[src/rtl/fmlarb_pkg.sv]
// Shared FML arbiter widths, write burst length and the round-robin next-grant function.
package fmlarb_pkg;

    localparam int FML_AW    = 26;
    localparam int FML_DW    = 64;
    localparam int FML_SW    = 8;
    localparam int FML_BURST = 4;
    localparam int RR_MAX    = 8;

    // Scan from the slot after the current grant; the current holder is visited last.
    function automatic logic [RR_MAX-1:0] rr_next(input logic [RR_MAX-1:0] gnt,
                                                  input logic [RR_MAX-1:0] req,
                                                  input int n);
        logic [RR_MAX-1:0] nxt;
        logic [2:0]        cur;
        logic [2:0]        idx;
        logic              found;
        cur   = '0;
        nxt   = gnt;
        found = 1'b0;
        for (int i = 0; i < RR_MAX; i++)
            if (gnt[i]) cur = 3'(i);
        for (int k = 1; k <= RR_MAX; k++) begin
            if (k <= n && !found) begin
                idx = 3'((int'(cur) + k) % n);
                if (req[idx]) begin
                    nxt      = '0;
                    nxt[idx] = 1'b1;
                    found    = 1'b1;
                end
            end
        end
        return nxt;
    endfunction

endpackage

[src/rtl/fmlarb_rr.sv]
// Registered round-robin grant; moves only when told to, holds when nobody requests.
module fmlarb_rr
    import fmlarb_pkg::*;
#(
    parameter int N = 4
) (
    input  logic         sys_clk,
    input  logic         sys_rst_n,
    input  logic [N-1:0] req,
    input  logic         advance,
    output logic [N-1:0] gnt
);

    always_ff @(posedge sys_clk or negedge sys_rst_n) begin
        if (!sys_rst_n)
            gnt <= N'(1);
        else if (advance)
            gnt <= N'(rr_next(RR_MAX'(gnt), RR_MAX'(req), N));
    end

endmodule

[src/rtl/fmlarb_sel.sv]
// FML arbiter selector: round-robin grant, request mux, eack steering and
// the write-data phase that follows each acknowledged write.
module fmlarb_sel
    import fmlarb_pkg::*;
#(
    parameter int N     = 4,
    parameter int AW    = FML_AW,
    parameter int DW    = FML_DW,
    parameter int SW    = FML_SW,
    parameter int BURST = FML_BURST
) (
    input  logic            sys_clk,
    input  logic            sys_rst_n,
    input  logic [N-1:0]    m_stb,
    input  logic [N-1:0]    m_we,
    input  logic [N*AW-1:0] m_adr,
    input  logic [N*SW-1:0] m_sel,
    input  logic [N*DW-1:0] m_dw,
    output logic [N-1:0]    m_eack,
    output logic [N-1:0]    m_weack,
    output logic [N-1:0]    m_dwe,
    output logic            s_stb,
    output logic            s_we,
    output logic [AW-1:0]   s_adr,
    input  logic            s_eack,
    output logic [SW-1:0]   s_sel,
    output logic [DW-1:0]   s_dw,
    output logic            err
);

    localparam int CW = $clog2(BURST + 1);

    logic [N-1:0]  gnt;
    logic [N-1:0]  wown;
    logic [CW-1:0] wcnt;
    logic          eack_ev;
    logic          wack_ev;
    logic          advance;
    logic          wact;

    assign s_stb   = |(m_stb & gnt);
    assign eack_ev = s_eack & s_stb;
    assign wack_ev = eack_ev & s_we;
    // A dropped strobe frees the slot just like a completed transaction.
    assign advance = eack_ev | ~s_stb;
    assign m_eack  = gnt & {N{eack_ev}};
    assign m_weack = m_eack & {N{s_we}};
    assign wact    = (wcnt != '0);
    assign m_dwe   = wact ? wown : '0;

    fmlarb_rr #(.N(N)) u_rr (
        .sys_clk   (sys_clk),
        .sys_rst_n (sys_rst_n),
        .req       (m_stb),
        .advance   (advance),
        .gnt       (gnt)
    );

    always_comb begin
        s_we  = 1'b0;
        s_adr = '0;
        s_dw  = '0;
        s_sel = '0;
        for (int i = 0; i < N; i++) begin
            s_we  = s_we | (gnt[i] & m_we[i]);
            s_adr = s_adr | ({AW{gnt[i]}} & m_adr[i*AW +: AW]);
            s_dw  = s_dw  | ({DW{m_dwe[i]}} & m_dw[i*DW +: DW]);
            s_sel = s_sel | ({SW{m_dwe[i]}} & m_sel[i*SW +: SW]);
        end
    end

    // A write eack with more than the final beat outstanding is flagged but still wins.
    always_ff @(posedge sys_clk or negedge sys_rst_n) begin
        if (!sys_rst_n) begin
            wown <= '0;
            wcnt <= '0;
            err  <= 1'b0;
        end else if (wack_ev) begin
            wown <= gnt;
            wcnt <= CW'(BURST);
            err  <= err | (wcnt > CW'(1));
        end else if (wact) begin
            wcnt <= wcnt - CW'(1);
        end
    end

endmodule

[config.mk]
export PLATFORM = sky130hd
export DESIGN_NAME = fmlarb_sel
export DESIGN_NICKNAME = d
export VERILOG_FILES = /design/src/rtl/fmlarb_pkg.sv /design/src/rtl/fmlarb_rr.sv /design/src/rtl/fmlarb_sel.sv
export SDC_FILE = /design/constraint.sdc
export NUM_CORES = 1
export LEC_CHECK = 0
export CORE_AREA = 2 2 203 205
export DETAILED_ROUTE_END_ITERATION = 8
export DIE_AREA = 0 0 205 207
export DONT_BUFFER_PORTS = 1
export PLACE_DENSITY_LB_ADDON = 0.25
export RECOVER_POWER = 100
export SYNTH_ARGS = -nofsm -noshare
export SYNTH_HDL_FRONTEND = slang
export SYNTH_SLANG_ARGS = --single-unit
[constraint.sdc]
create_clock -name sys_clk -period 2.4 [get_ports sys_clk]
set_input_delay 0.36 -clock sys_clk [delete_from_list [all_inputs] [get_ports sys_clk]]
set_output_delay 0.36 -clock sys_clk [all_outputs]
set_load 0.01 [all_outputs]
==> results.txt, run 1 <==
layout cells sized above 1 -> 20.21%
max-slew violation count -> 0
failing checks -> setup timing
CTS Buf Count -> 3
vias in the first global route -> 4114
Setup TNS -> -198.8 ps
highest clock rate -> 404.3 MHz
Top cell excl fill/tap -> a22oi_1
H-Tree Level Count -> 1
Tot Pwr -> 7.527 mW
post-synth top area share -> 46.37%
Met1 Wirelength -> 9241 µm
Vias/cell -> 4.331
Final period util -> 103.1%
Most Crowded Layer GR -> met2
# Post-CTS Setup Buffers -> 3
Slew HR -> 59.68%
Largest cells by area -> a22oi_1, nand2_1, dfrtp_1
clk latency late pin -> 240 ps
worst-margin pin slew -> 604.8 ps
Top Layout Cells -> a22oi_1, nand2_1, buf_4, a22oi_2, dfrtp_1
Post-synth top cells -> a22oi_1, nand2_1, clkbuf_1, dfrtp_1, buf_1
Cell Rows -> 74
cell count after synthesis -> 473
max-cap viol count -> 0
yosys stat cell total -> 473
RSZ-0062 raised after global routing -> yes
most numerous cell in the Yosys netlist -> a22oi_1
hold-fix buffers at CTS -> 1
final setup fails -> 8
drt first-iter violations -> 352
register area share after synthesis -> 9.407%
total clock sinks -> 12
Placed Cells -> 994
Area growth, synth to finish -> 36.57%
Yosys Chip Area -> 3206 µm²
Worst setup EP type -> primary output
met3 WL -> 2674 µm
# IOs -> 516
CTS max path bufs -> 2
pwr/cell area -> 1719 nW/µm²
Final WS setup -> -73.25 ps
Clk pin slew, worst setup/hold paths -> 40 ps
antenna violations before repair -> 6
flop and latch count out of synthesis -> 12
cell taking the most area after synthesis -> a22oi_1
drt first pass iters -> 6
CTS tree -> done
worst path arrival time -> 2110 ps
Yosys cell types -> 53
Filler cells -> 4667
largest net degree at the start of global routing -> 46
met3 usage -> 3.225%
final hold vios -> 0
worst ir drop on vdd -> 0.4541 mV
post-cts sizing count -> 13
LEAKAGE -> 1.634 nW
Req. time, crit path -> 2040 ps
Horiz. Die Dim -> 205 µm
Syn Area/Cell -> 6.777 µm²
Synth Cell Area -> 3206 µm²
crit path kind -> reg -> out
status -> finished with violations
Placed Instance Area -> 4120 µm²
worst-path maximum fanout -> 43
hold slack -> 478.5 ps
met1 GRT Util -> 11.33%
yosys warning tally -> 0
drt drc -> 0
total congestion overflow -> 0
dominant synthesized flop cell -> dfrtp_1
Buffers on Ports -> 0
antenna-violating nets left -> 0
Core Util at FP -> 7.941%
Final Skew -> 1.047 ps
top sig layer -> met5
Post-Layout Cell Count -> 1008
die area -> 42440 µm²
GR Util met2 -> 19.20%
global-route wire length before repair -> 31260 µm
DP HPWL -> 20820 µm
fin area -> 4378 µm²
post-synthesis async set-or-reset flop share -> 100.0%
startpoint types -> register
Placer Congestion -> 0.9033
syn_nets -> 881
die height -> 207 µm
Root Driver -> clkbuf_16
routed wl met2 -> 12470 µm
count of library flops with an enable pin -> 0
worst slack, placed -> -12.66 ps
min Tclk post-route -> 2473 ps
final core occ -> 10.84%
tool warning count -> 32
Min-Delay Path Class -> in -> reg
Final #Nets -> 884
[run 1: worst paths after layout]
kind,from,to,slack [ps],cells after the start
min,s_eack,u_rr.gnt[0],480,3
max reg2reg,u_rr.gnt[1],u_rr.gnt[2],-20,9
max,wcnt[0],s_dw[59],-70,7
min in group asynchronous,sys_rst_n,u_rr.gnt[1],570,1
max in group asynchronous,sys_rst_n,u_rr.gnt[2],1420,1
min reg2reg,wown[0],wown[0],490,1
[run 1: kinds of logic after synthesis]
family                   Yosys count  share of synthesized area, %
multiplexers                      10                         3.513
buffers and inverters             56                         7.065
flip-flops                        12                         9.407
AND-OR/OR-AND                    230                         53.90
XOR/XNOR                           1                        0.2733
adder cells (fa/ha/maj)            5                         1.952
AND/OR/NAND/NOR                  159                         23.89
[run 1: sequential cells by signal, indices dropped and copies added (netlist names)]
register  flops
wcnt          3
u_rr.gnt      4
err           1
wown          4
[run 1: final cells by class]
| cell class | count | area (µm²) | area share, % |
|---|---|---|---|
| Antenna cell | 1 | 2.502 | 0.05716 |
| Clock buffer | 4 | 88.84 | 2.029 |
| Inverter | 5 | 18.77 | 0.4287 |
| Multi-Input combinational cell | 405 | 2786 | 63.65 |
| Sequential cell | 12 | 302.8 | 6.916 |
| Tap cell | 532 | 665.6 | 15.20 |
| Timing Repair Buffer | 49 | 513.0 | 11.72 |
[run 1: report_power, final]
part           switching (mW)  internal (mW)  total [mW]
clock                  0.0823          0.251       0.333
sequential             0.0804          0.312       0.393
combinational            4.33           2.47        6.80
[run 1: critical path: stages, from the launching register on]
cell,delay [ps]
dfrtp_1,370
inv_1,130
ha_4,170
nand2b_4,60
and2_2,360
buf_12,260
a22oi_1,300
nand2_1,170
run_1/class_map.png
The bar under the picture is 50 µm long. Fill, decap, tap and diode cells in grey.
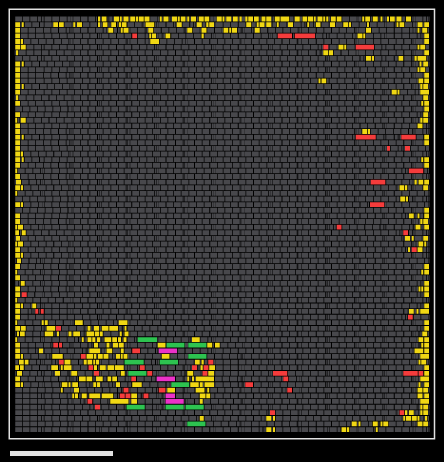
[remaining buffers and delay cells] red | cells: 49 | share of their area: 14%
[remaining logic cells] yellow | cells: 410 | share of their area: 76%
[sequential cells] green | cells: 12 | share of their area: 8.2%
[clock drivers and dummy loads] magenta | cells: 4 | share of their area: 2.4%
register fraction of the total cell area: 6.916%
Placeable Area: 40370 µm²

run_1/gates.png
The bar under the picture is 50 µm long.
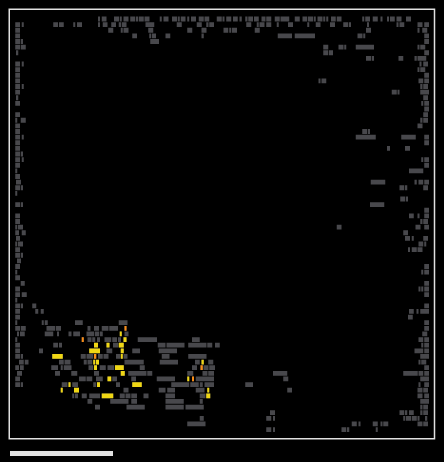
[inv cells] orange | cells: 5
[nor cells] yellow | cells: 25 | where: bottom left

run_1/layers.png
The bar under the picture is 50 µm long.
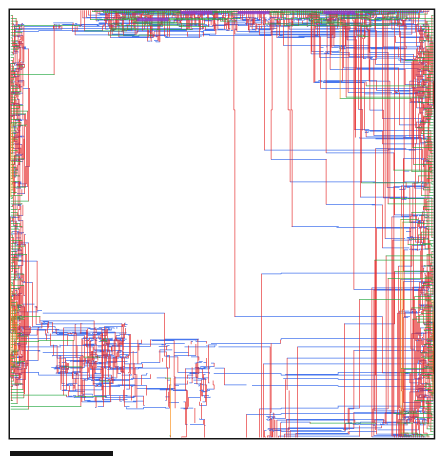
[M3] green | wire length: 2670 µm
[M1] blue | wire length: 9240 µm
[M5] purple | wire length: 55.2 µm
[M4] orange | wire length: 507 µm
[M2] red | wire length: 12500 µm
WL final: 24940 µm
routed len/inst: 24.75 µm
Vias: 4366
All-Layer GR Usage: 10.34%

==> inputs of run 2 (changes only) <==
- CORE_AREA: 2 2 203 205 -> 2 2 198 200
- DIE_AREA: 0 0 205 207 -> 0 0 200 202
- GPL_ROUTABILITY_DRIVEN: default -> 0
- SYNTH_HIERARCHICAL: default -> 1
run_2/placed.png
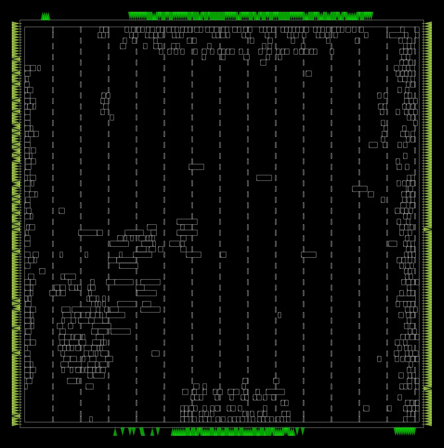
register fraction of the total cell area: 6.442%
flip-flops: 12
Post-Layout Cell Count: 1143

==> run 2 against run 1 <==
Against the previous run: the run now ends clean; sequential share of layout area down 0.47 points; worst setup slack improved by 160 ps; via count up 27%; sequential cell count stayed put; sequential power up 69%; maximum frequency rose by 7.0%; first-iteration DRC count increased by 13%; worst hold slack lost 93 ps; critical endpoint is now s_dw[58]; clock power decreased by 6.6%; global-route usage is 0.93 points higher.
==> results.txt, run 2 <==
Post-synth top cells -> nand3_1, nand4_1, a22oi_1, clkbuf_1, nand2_1 (was a22oi_1, nand2_1, clkbuf_1, dfrtp_1, buf_1)
max-slew violation count -> 0 (unchanged)
layout cells sized above 1 -> 10.74% (was 20.21%)
R2R Path End -> u_rr/gnt[0] (was u_rr.gnt[2])
Hold Path End -> u_rr/gnt[2] (was u_rr.gnt[0])
Worst setup EP type -> primary output (unchanged)
Core Util at FP -> 10.11% (was 7.941%)
count of library flops with an enable pin -> 0 (unchanged)
Synth Cell Area -> 3870 µm² (was 3206 µm²)
WL final -> 27440 µm (was 24940 µm)
vias in the first global route -> 4800 (was 4114)
dominant synthesized flop cell -> dfrtp_1 (unchanged)
worst path arrival time -> 1950 ps (was 2110 ps)
worst slack, placed -> 245.8 ps (was -12.66 ps)
fin area -> 4758 µm² (was 4378 µm²)
Placeable Area -> 38290 µm² (was 40370 µm²)
Seq power -> 0.663 mW (was 0.393 mW)
Buffers on Ports -> 0 (unchanged)
global-route wire length before repair -> 32890 µm (was 31260 µm)
drt drc -> 0 (unchanged)
Crit path depth -> 7 (unchanged)
cell count after synthesis -> 652 (was 473)
routed len/inst -> 24.01 µm (was 24.75 µm)
status -> completed (was finished with violations)
CTS Buf Count -> 3 (unchanged)
Worst R2R Path Depth -> 8 (was 9)
Int Pwr -> 2.502 mW (was 3.038 mW)
crit path kind -> reg -> out (unchanged)
total congestion overflow -> 0 (unchanged)
pwr/cell area -> 1488 nW/µm² (was 1719 nW/µm²)
Syn Area/Cell -> 5.936 µm² (was 6.777 µm²)
drt first pass iters -> 6 (unchanged)
H-Tree Level Count -> 1 (unchanged)
clk latency late pin -> 240 ps (about the same)
cell taking the most area after synthesis -> nand3_1 (was a22oi_1)
CTS max path bufs -> 2 (unchanged)
LEAKAGE -> 1.639 nW (was 1.634 nW)
die height -> 202 µm (was 207 µm)
Yosys cell types -> 52 (was 53)
Top cell excl fill/tap -> nand3_1 (was a22oi_1)
startpoint types -> register (unchanged)
RSZ-0062 raised after global routing -> no (was yes)
comb pwr -> 6.11 mW (was 6.80 mW)
Area growth, synth to finish -> 22.95% (was 36.57%)
largest net degree at the start of global routing -> 69 (was 46)
Setup TNS -> 0 ps (was -198.8 ps)
Final #Nets -> 1033 (was 884)
Yosys Chip Area -> 3870 µm² (was 3206 µm²)
flop and latch count out of synthesis -> 12 (unchanged)
Vias/cell -> 4.865 (was 4.331)
CP max stage delay -> 400 ps (was 370 ps)
combinational power share -> 86.2% (was 90.4%)
Top delay family on crit path -> buffers and inverters (was simple AND/OR/NAND/NOR gates)
Vias -> 5561 (was 4366)
Psw -> 4.578 mW (was 4.489 mW)
Req. time, crit path -> 2040 ps (about the same)
yosys stat cell total -> 652 (was 473)
Placed Instance Area -> 4593 µm² (was 4120 µm²)
Clock power frac -> 4.4% (about the same)
met3 usage -> 2.219% (was 3.225%)
R2R setup slack -> 220 ps (was -20 ps)
min Tclk post-route -> 2311 ps (was 2473 ps)
Largest cells by area -> nand3_1, nand4_1, a22oi_1 (was a22oi_1, nand2_1, dfrtp_1)
max-cap viol count -> 0 (unchanged)
worst ir drop on vdd -> 0.3590 mV (was 0.4541 mV)
All-Layer GR Usage -> 11.26% (was 10.34%)
met1 GRT Util -> 11.28% (was 11.33%)
# IOs -> 516 (unchanged)
Reg power frac -> 9.4% (was 5.2%)
Clk pin slew, worst setup/hold paths -> 40 ps (about the same)
Filler cells -> 4463 (was 4667)
Final Skew -> 0.8893 ps (was 1.047 ps)
DP HPWL -> 21670 µm (was 20820 µm)
RR Startpoint -> u_rr/gnt[2] (was u_rr.gnt[1])
final setup fails -> 0 (was 8)
biggest regs -> u_rr/gnt (4), wown (4), wcnt (3) (was u_rr.gnt (4), wown (4), wcnt (3))
die area -> 40400 µm² (was 42440 µm²)
yosys warning tally -> 6 (was 0)
worst-margin pin slew -> 654.5 ps (was 604.8 ps)
Root Driver -> clkbuf_16 (unchanged)
hold path start -> m_stb[2] (was s_eack)
run_2/m4.png
The bar under the picture is 50 µm long.
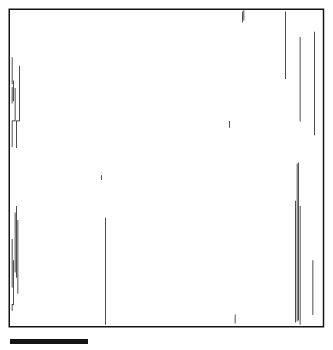
longest straight run: 101 µm
wire length on this layer: 972 µm
share of all routed wire: 3.5%

-- run 2: cell count changes after synthesis, moves of 5 or more --
cell / before / now
nand3_1: 0 / 292
a22oi_1: 198 / 56
nand4_1: 0 / 74
nand2_1: 103 / 38
buf_2: 4 / 31
nor3_1: 6 / 0
clkbuf_1: 35 / 40
o21ai_0: 7 / 2
-- run 2: area by class of cell --
type                    instances  area [µm²]  area share (%)
multi-input cells             547        3171           66.63
diodes                          1       2.502         0.05259
flip-flops and latches         12       306.5           6.442
inverters                      10       37.54          0.7889
repair buffers                 51       514.2           10.81
well taps                     518       648.1           13.62
clock buffers                   4       78.83           1.657
-- run 2: cells by family (layout without fill, tap and decap cells) --
kind of cell / after synthesis / count (layout) / share of synthesized area, %
AND/OR/NAND/NOR: 445 / 445 / 60.10
adder cells (fa/ha/maj): 5 / 5 / 1.617
XOR/XNOR: 1 / 1 / 0.2264
AND-OR/OR-AND: 86 / 86 / 17.14
other: 0 / 1 / 0
multiplexers: 10 / 10 / 2.716
flip-flops: 12 / 12 / 7.792
buffers and inverters: 93 / 65 / 10.41
-- run 2: repair_timing --
action                                  CTS  global route
setup buffers                             0             4
hold buffers                              1             0
endpoints found under the setup margin    0            44
endpoints found under the hold margin    12             0
resized                                   0             7
-- run 2: stage by stage --
step,total power [mW],cells,utilization [%]
2_1_floorplan,4.536,652,-
3_3_place_gp,6.629,1129,12.00
3_5_place_dp,6.638,1129,12.00
4_1_cts,6.986,1134,12.23
5_1_grt,7.590,1143,12.43
6_report,7.080,1143,12.43
-- run 2: routing by layer --
metal	wire [µm]	vias to the layer above
met3	2457	49
li1	-	2447
met1	9746	2640
met2	14230	419
met4	972	6
met5	37	-
Power and IR drop assume default switching activity.
